File: config.mk
export PLATFORM = sky130hd
export DESIGN_NAME = pc_image_loader_flat
export DESIGN_NICKNAME = d
export VERILOG_FILES = /design/src/rtl/pc_image_loader_if.sv /design/src/rtl/pc_image_loader.sv /design/src/flat_wrapper.sv
export SDC_FILE = /design/constraint.sdc
export NUM_CORES = 1
export LEC_CHECK = 0
export CAP_MARGIN = 10
export CORE_MARGIN = 5
export CORE_UTILIZATION = 25
export CTS_CLUSTER_SIZE = 20
export DETAILED_ROUTE_END_ITERATION = 16
export GPL_ROUTABILITY_DRIVEN = 0
export GPL_TIMING_DRIVEN = 0
export PLACE_DENSITY = 0.47
export SLEW_MARGIN = 20
export SYNTH_ARGS = -nofsm -noshare
export SYNTH_HDL_FRONTEND = slang
export SYNTH_SLANG_ARGS = --single-unit
File: constraint.sdc
create_clock -name clk -period 1.8 [get_ports clk]
set_clock_uncertainty 0.05 [all_clocks]
set_input_delay 0.27 -clock clk [delete_from_list [all_inputs] [get_ports clk]]
set_output_delay 0.27 -clock clk [all_outputs]
set_load 0.05 [all_outputs]
File: src/rtl/pc_image_loader_if.sv
// Handshake bundle between the image loader and its RAM / UART / host peers.
// The master side is the loader; the slave side is the surrounding environment.
interface pc_image_loader_if #(
  parameter int ADDR_W = 10
);
  logic              start;
  logic [ADDR_W-1:0] ram_addr;
  logic              ram_q;
  logic [7:0]        tx_data;
  logic              tx_start;
  logic              tx_rdy;
  logic [7:0]        rx_data;
  logic              rx_rdy;
  logic              busy;
  logic              done;
  logic [7:0]        result;
  logic              result_valid;
  logic              timeout_err;

  modport master (
    input  start, ram_q, tx_rdy, rx_data, rx_rdy,
    output ram_addr, tx_data, tx_start, busy, done, result, result_valid, timeout_err
  );

  modport slave (
    output start, ram_q, tx_rdy, rx_data, rx_rdy,
    input  ram_addr, tx_data, tx_start, busy, done, result, result_valid, timeout_err
  );
endinterface

File: src/rtl/pc_image_loader.sv
// Reads NUM_BYTES*8 image bits from a 1-bit RAM, packs them LSB-first into bytes,
// streams them to a UART transmitter and then waits for one response byte.
module pc_image_loader #(
  parameter int NUM_BYTES    = 98,
  parameter int ADDR_W       = 10,
  parameter int RESP_TIMEOUT = 2000000
) (
  input  logic                clk,
  input  logic                rst_n,
  pc_image_loader_if.master   bus
);
  localparam int BYTE_W = $clog2(NUM_BYTES + 1);
  localparam int TMO_W  = $clog2(RESP_TIMEOUT + 1);

  typedef enum logic [2:0] {
    IDLE, ADDR, CAPT, TX_WAIT, TX_GO, TX_GUARD, RESP
  } state_t;

  state_t            state_q, state_d;
  logic [2:0]        bit_cnt_q, bit_cnt_d;
  logic [BYTE_W-1:0] byte_cnt_q, byte_cnt_d;
  logic [7:0]        shreg_q, shreg_d;
  logic              guard_q, guard_d;
  logic [TMO_W-1:0]  tmo_q, tmo_d;
  logic              done_q, done_d;
  logic [7:0]        result_q, result_d;
  logic              valid_q, valid_d;
  logic              terr_q, terr_d;

  logic              start_ok;
  logic              last_byte;
  logic              tmo_hit;
  logic              tx_ack;
  logic [BYTE_W+2:0] addr_full;

  // A start that coincides with the done pulse belongs to the finished run.
  assign start_ok  = bus.start && !done_q;
  assign last_byte = (byte_cnt_q == BYTE_W'(NUM_BYTES - 1));
  assign tmo_hit   = (tmo_q == TMO_W'(RESP_TIMEOUT - 1));
  assign tx_ack    = !guard_q && bus.tx_rdy;
  assign addr_full = {byte_cnt_q, bit_cnt_q};

  always_ff @(posedge clk or negedge rst_n) begin
    if (!rst_n) begin
      state_q <= IDLE;
    end else begin
      state_q <= state_d;
    end
  end

  always_comb begin
    state_d = state_q;
    case (state_q)
      IDLE:     if (start_ok) state_d = ADDR;
      ADDR:     state_d = CAPT;
      CAPT:     state_d = (bit_cnt_q == 3'd7) ? TX_WAIT : ADDR;
      TX_WAIT:  if (bus.tx_rdy) state_d = TX_GO;
      TX_GO:    state_d = TX_GUARD;
      TX_GUARD: if (tx_ack) state_d = last_byte ? RESP : ADDR;
      RESP:     if (bus.rx_rdy || tmo_hit) state_d = IDLE;
      default:  state_d = IDLE;
    endcase
  end

  always_comb begin
    bus.busy     = (state_q != IDLE);
    bus.tx_start = (state_q == TX_GO);
    bus.ram_addr = '0;
    if (state_q == ADDR || state_q == CAPT) begin
      bus.ram_addr = ADDR_W'(addr_full);
    end
  end

  assign bus.tx_data      = shreg_q;
  assign bus.done         = done_q;
  assign bus.result       = result_q;
  assign bus.result_valid = valid_q;
  assign bus.timeout_err  = terr_q;

  always_comb begin
    bit_cnt_d  = bit_cnt_q;
    byte_cnt_d = byte_cnt_q;
    shreg_d    = shreg_q;
    guard_d    = guard_q;
    tmo_d      = tmo_q;
    done_d     = 1'b0;
    result_d   = result_q;
    valid_d    = valid_q;
    terr_d     = terr_q;
    case (state_q)
      IDLE: begin
        if (start_ok) begin
          bit_cnt_d  = '0;
          byte_cnt_d = '0;
          valid_d    = 1'b0;
          terr_d     = 1'b0;
        end
      end
      CAPT: begin
        shreg_d[bit_cnt_q] = bus.ram_q;
        bit_cnt_d          = bit_cnt_q + 3'd1;
      end
      TX_GO: guard_d = 1'b1;
      TX_GUARD: begin
        guard_d = 1'b0;
        if (tx_ack) begin
          byte_cnt_d = byte_cnt_q + BYTE_W'(1);
          bit_cnt_d  = '0;
          tmo_d      = '0;
        end
      end
      RESP: begin
        tmo_d = tmo_q + TMO_W'(1);
        if (bus.rx_rdy) begin
          result_d = bus.rx_data;
          valid_d  = 1'b1;
          done_d   = 1'b1;
        end else if (tmo_hit) begin
          terr_d = 1'b1;
          done_d = 1'b1;
        end
      end
      default: ;
    endcase
  end

  always_ff @(posedge clk or negedge rst_n) begin
    if (!rst_n) begin
      bit_cnt_q  <= '0;
      byte_cnt_q <= '0;
      shreg_q    <= '0;
      guard_q    <= 1'b0;
      tmo_q      <= '0;
      done_q     <= 1'b0;
      result_q   <= '0;
      valid_q    <= 1'b0;
      terr_q     <= 1'b0;
    end else begin
      bit_cnt_q  <= bit_cnt_d;
      byte_cnt_q <= byte_cnt_d;
      shreg_q    <= shreg_d;
      guard_q    <= guard_d;
      tmo_q      <= tmo_d;
      done_q     <= done_d;
      result_q   <= result_d;
      valid_q    <= valid_d;
      terr_q     <= terr_d;
    end
  end
endmodule

File: src/flat_wrapper.sv
// flat-port wrapper written by rule: the top's interface ports become plain ports
module pc_image_loader_flat 
#(
  parameter int NUM_BYTES    = 98,
  parameter int ADDR_W       = 10,
  parameter int RESP_TIMEOUT = 2000000
)
  (clk, rst_n, bus_start, bus_ram_q, bus_tx_rdy, bus_rx_data, bus_rx_rdy, bus_ram_addr, bus_tx_data, bus_tx_start, bus_busy, bus_done, bus_result, bus_result_valid, bus_timeout_err);
  pc_image_loader_if #(.ADDR_W(ADDR_W)) bus_i ();
  input  logic clk;
  input  logic rst_n;
  input wire logic [$bits(bus_i.start)-1:0] bus_start;
  input wire logic [$bits(bus_i.ram_q)-1:0] bus_ram_q;
  input wire logic [$bits(bus_i.tx_rdy)-1:0] bus_tx_rdy;
  input wire logic [$bits(bus_i.rx_data)-1:0] bus_rx_data;
  input wire logic [$bits(bus_i.rx_rdy)-1:0] bus_rx_rdy;
  output wire logic [$bits(bus_i.ram_addr)-1:0] bus_ram_addr;
  output wire logic [$bits(bus_i.tx_data)-1:0] bus_tx_data;
  output wire logic [$bits(bus_i.tx_start)-1:0] bus_tx_start;
  output wire logic [$bits(bus_i.busy)-1:0] bus_busy;
  output wire logic [$bits(bus_i.done)-1:0] bus_done;
  output wire logic [$bits(bus_i.result)-1:0] bus_result;
  output wire logic [$bits(bus_i.result_valid)-1:0] bus_result_valid;
  output wire logic [$bits(bus_i.timeout_err)-1:0] bus_timeout_err;
  assign bus_i.start = bus_start;
  assign bus_i.ram_q = bus_ram_q;
  assign bus_i.tx_rdy = bus_tx_rdy;
  assign bus_i.rx_data = bus_rx_data;
  assign bus_i.rx_rdy = bus_rx_rdy;
  assign bus_ram_addr = bus_i.ram_addr;
  assign bus_tx_data = bus_i.tx_data;
  assign bus_tx_start = bus_i.tx_start;
  assign bus_busy = bus_i.busy;
  assign bus_done = bus_i.done;
  assign bus_result = bus_i.result;
  assign bus_result_valid = bus_i.result_valid;
  assign bus_timeout_err = bus_i.timeout_err;
  pc_image_loader #(.NUM_BYTES(NUM_BYTES), .ADDR_W(ADDR_W), .RESP_TIMEOUT(RESP_TIMEOUT)) u_core (.clk(clk), .rst_n(rst_n), .bus(bus_i));
endmodule
==> images/congestion.png <==
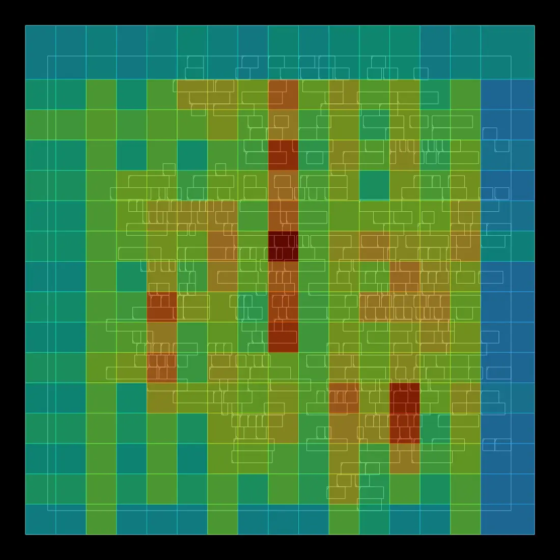
routing usage on met1: 0.145
average routed wire per standard cell: 14.3 um
global routing usage on met2: 0.170
global routing's busiest layer: met2

==> images/layer_met3.png <==
Scale bar: 20 um.
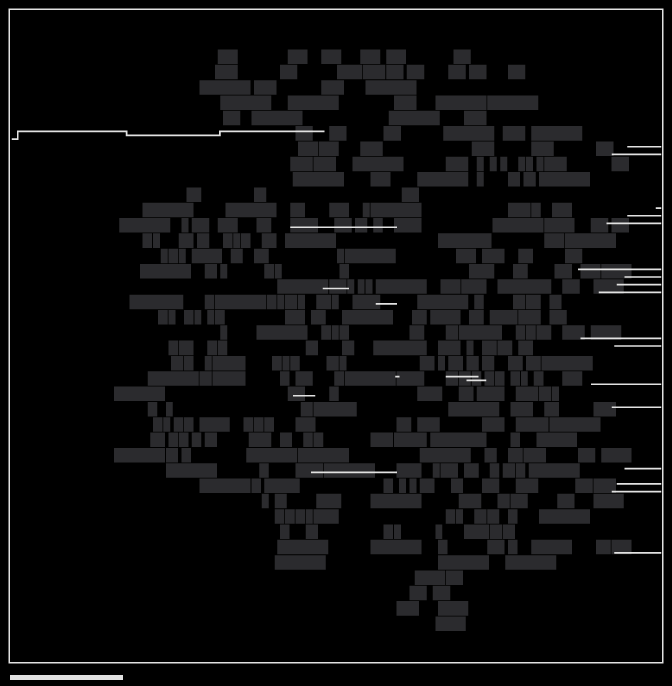
main direction	horizontal
wire length on this layer	254 um
share of all routed wire	3.7%
longest straight run	19.3 um
nets with wire on the layer	22

==> images/layer_met2.png <==
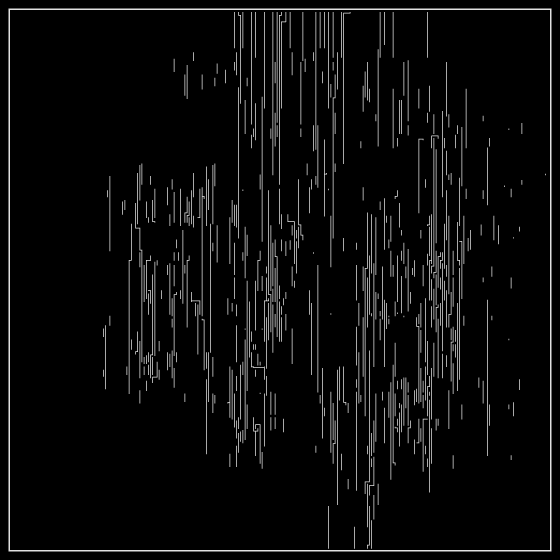
main direction	vertical
nets with wire on the layer	301
wire length on this layer	3330 um

==> impl_results.rst <==
Synthesis and place-and-route
=============================

.. list-table::
   :header-rows: 1

   * - Metric
     - Value
   * - Worst setup margin
     - -0.0855 ns
   * - Met3 Usage GRT
     - 0.0209
   * - FMAX
     - between 0.5 and 0.6 GHz
   * - Count of input and output buffers
     - 44
   * - Count of buffering cells on the critical path with inverters included
     - 3
   * - Crit share post-route
     - 1.05
   * - Commonest cells post-synth
     - sky130_fd_sc_hd__dfrtp_1 (54), sky130_fd_sc_hd__o21ai_0 (35), sky130_fd_sc_hd__nand2_1 (22), sky130_fd_sc_hd__nor2_1 (21), sky130_fd_sc_hd__nand3_1 (17)
   * - Top routing layer used
     - met4
   * - H-tree levels
     - 2
   * - Max reg flops
     - 21
   * - Synthesized Nets
     - just under 300
   * - Synthesized cell area
     - between 2000 and 3000 um2
   * - Failing checks
     - setup timing
   * - Share of post-route cells with drive strength above 1
     - 0.318
   * - Yosys simple share
     - 0.247
   * - Violation count after the first detailed-route iteration
     - around 80
   * - Launching element of the worst setup path
     - u_core.state_q[1]
   * - Leakage power of the design
     - between 1.5 and 2 nW
   * - Worst supply voltage drop on vdd
     - around 0.67 mV
   * - Number of buffers created by CTS
     - 5
   * - Endpoint kind of the worst setup timing path
     - output pin
   * - Area taken by multi-input logic gates
     - between 1000 and 1500 um2
   * - Number of setup violations in the final report
     - 11
   * - Number of buffers between clock root and the deepest sink
     - 2
   * - Width of the chip
     - 116 um
   * - Run status
     - finished with violations
   * - Termination of the worst setup path
     - bus_busy
   * - Depth of the worst register-to-register path
     - 7
   * - Number of synthesis warnings
     - 0
   * - Critical path peak fanout
     - 4
   * - Final hold vios
     - 0
[logic make-up after synthesis]
kind of cell	after synthesis
buffers and inverters	14
AND-OR/OR-AND	66
XOR/XNOR	3
flip-flops	54
adder cells (fa/ha/maj)	5
multiplexers	17
AND/OR/NAND/NOR	114
[power by group through the flow]
stage / logic, W / registers [W] / clock network (W)
2_1_floorplan: 0.00111 / 0.00256 / 0
3_3_place_gp: 0.00224 / 0.00217 / 0
3_5_place_dp: 0.00227 / 0.00218 / 0
4_1_cts: 0.00251 / 0.00215 / 0.000757
5_1_grt: 0.00288 / 0.00227 / 0.000807
6_report: 0.00267 / 0.00218 / 0.000722
Power and IR drop assume default switching activity.
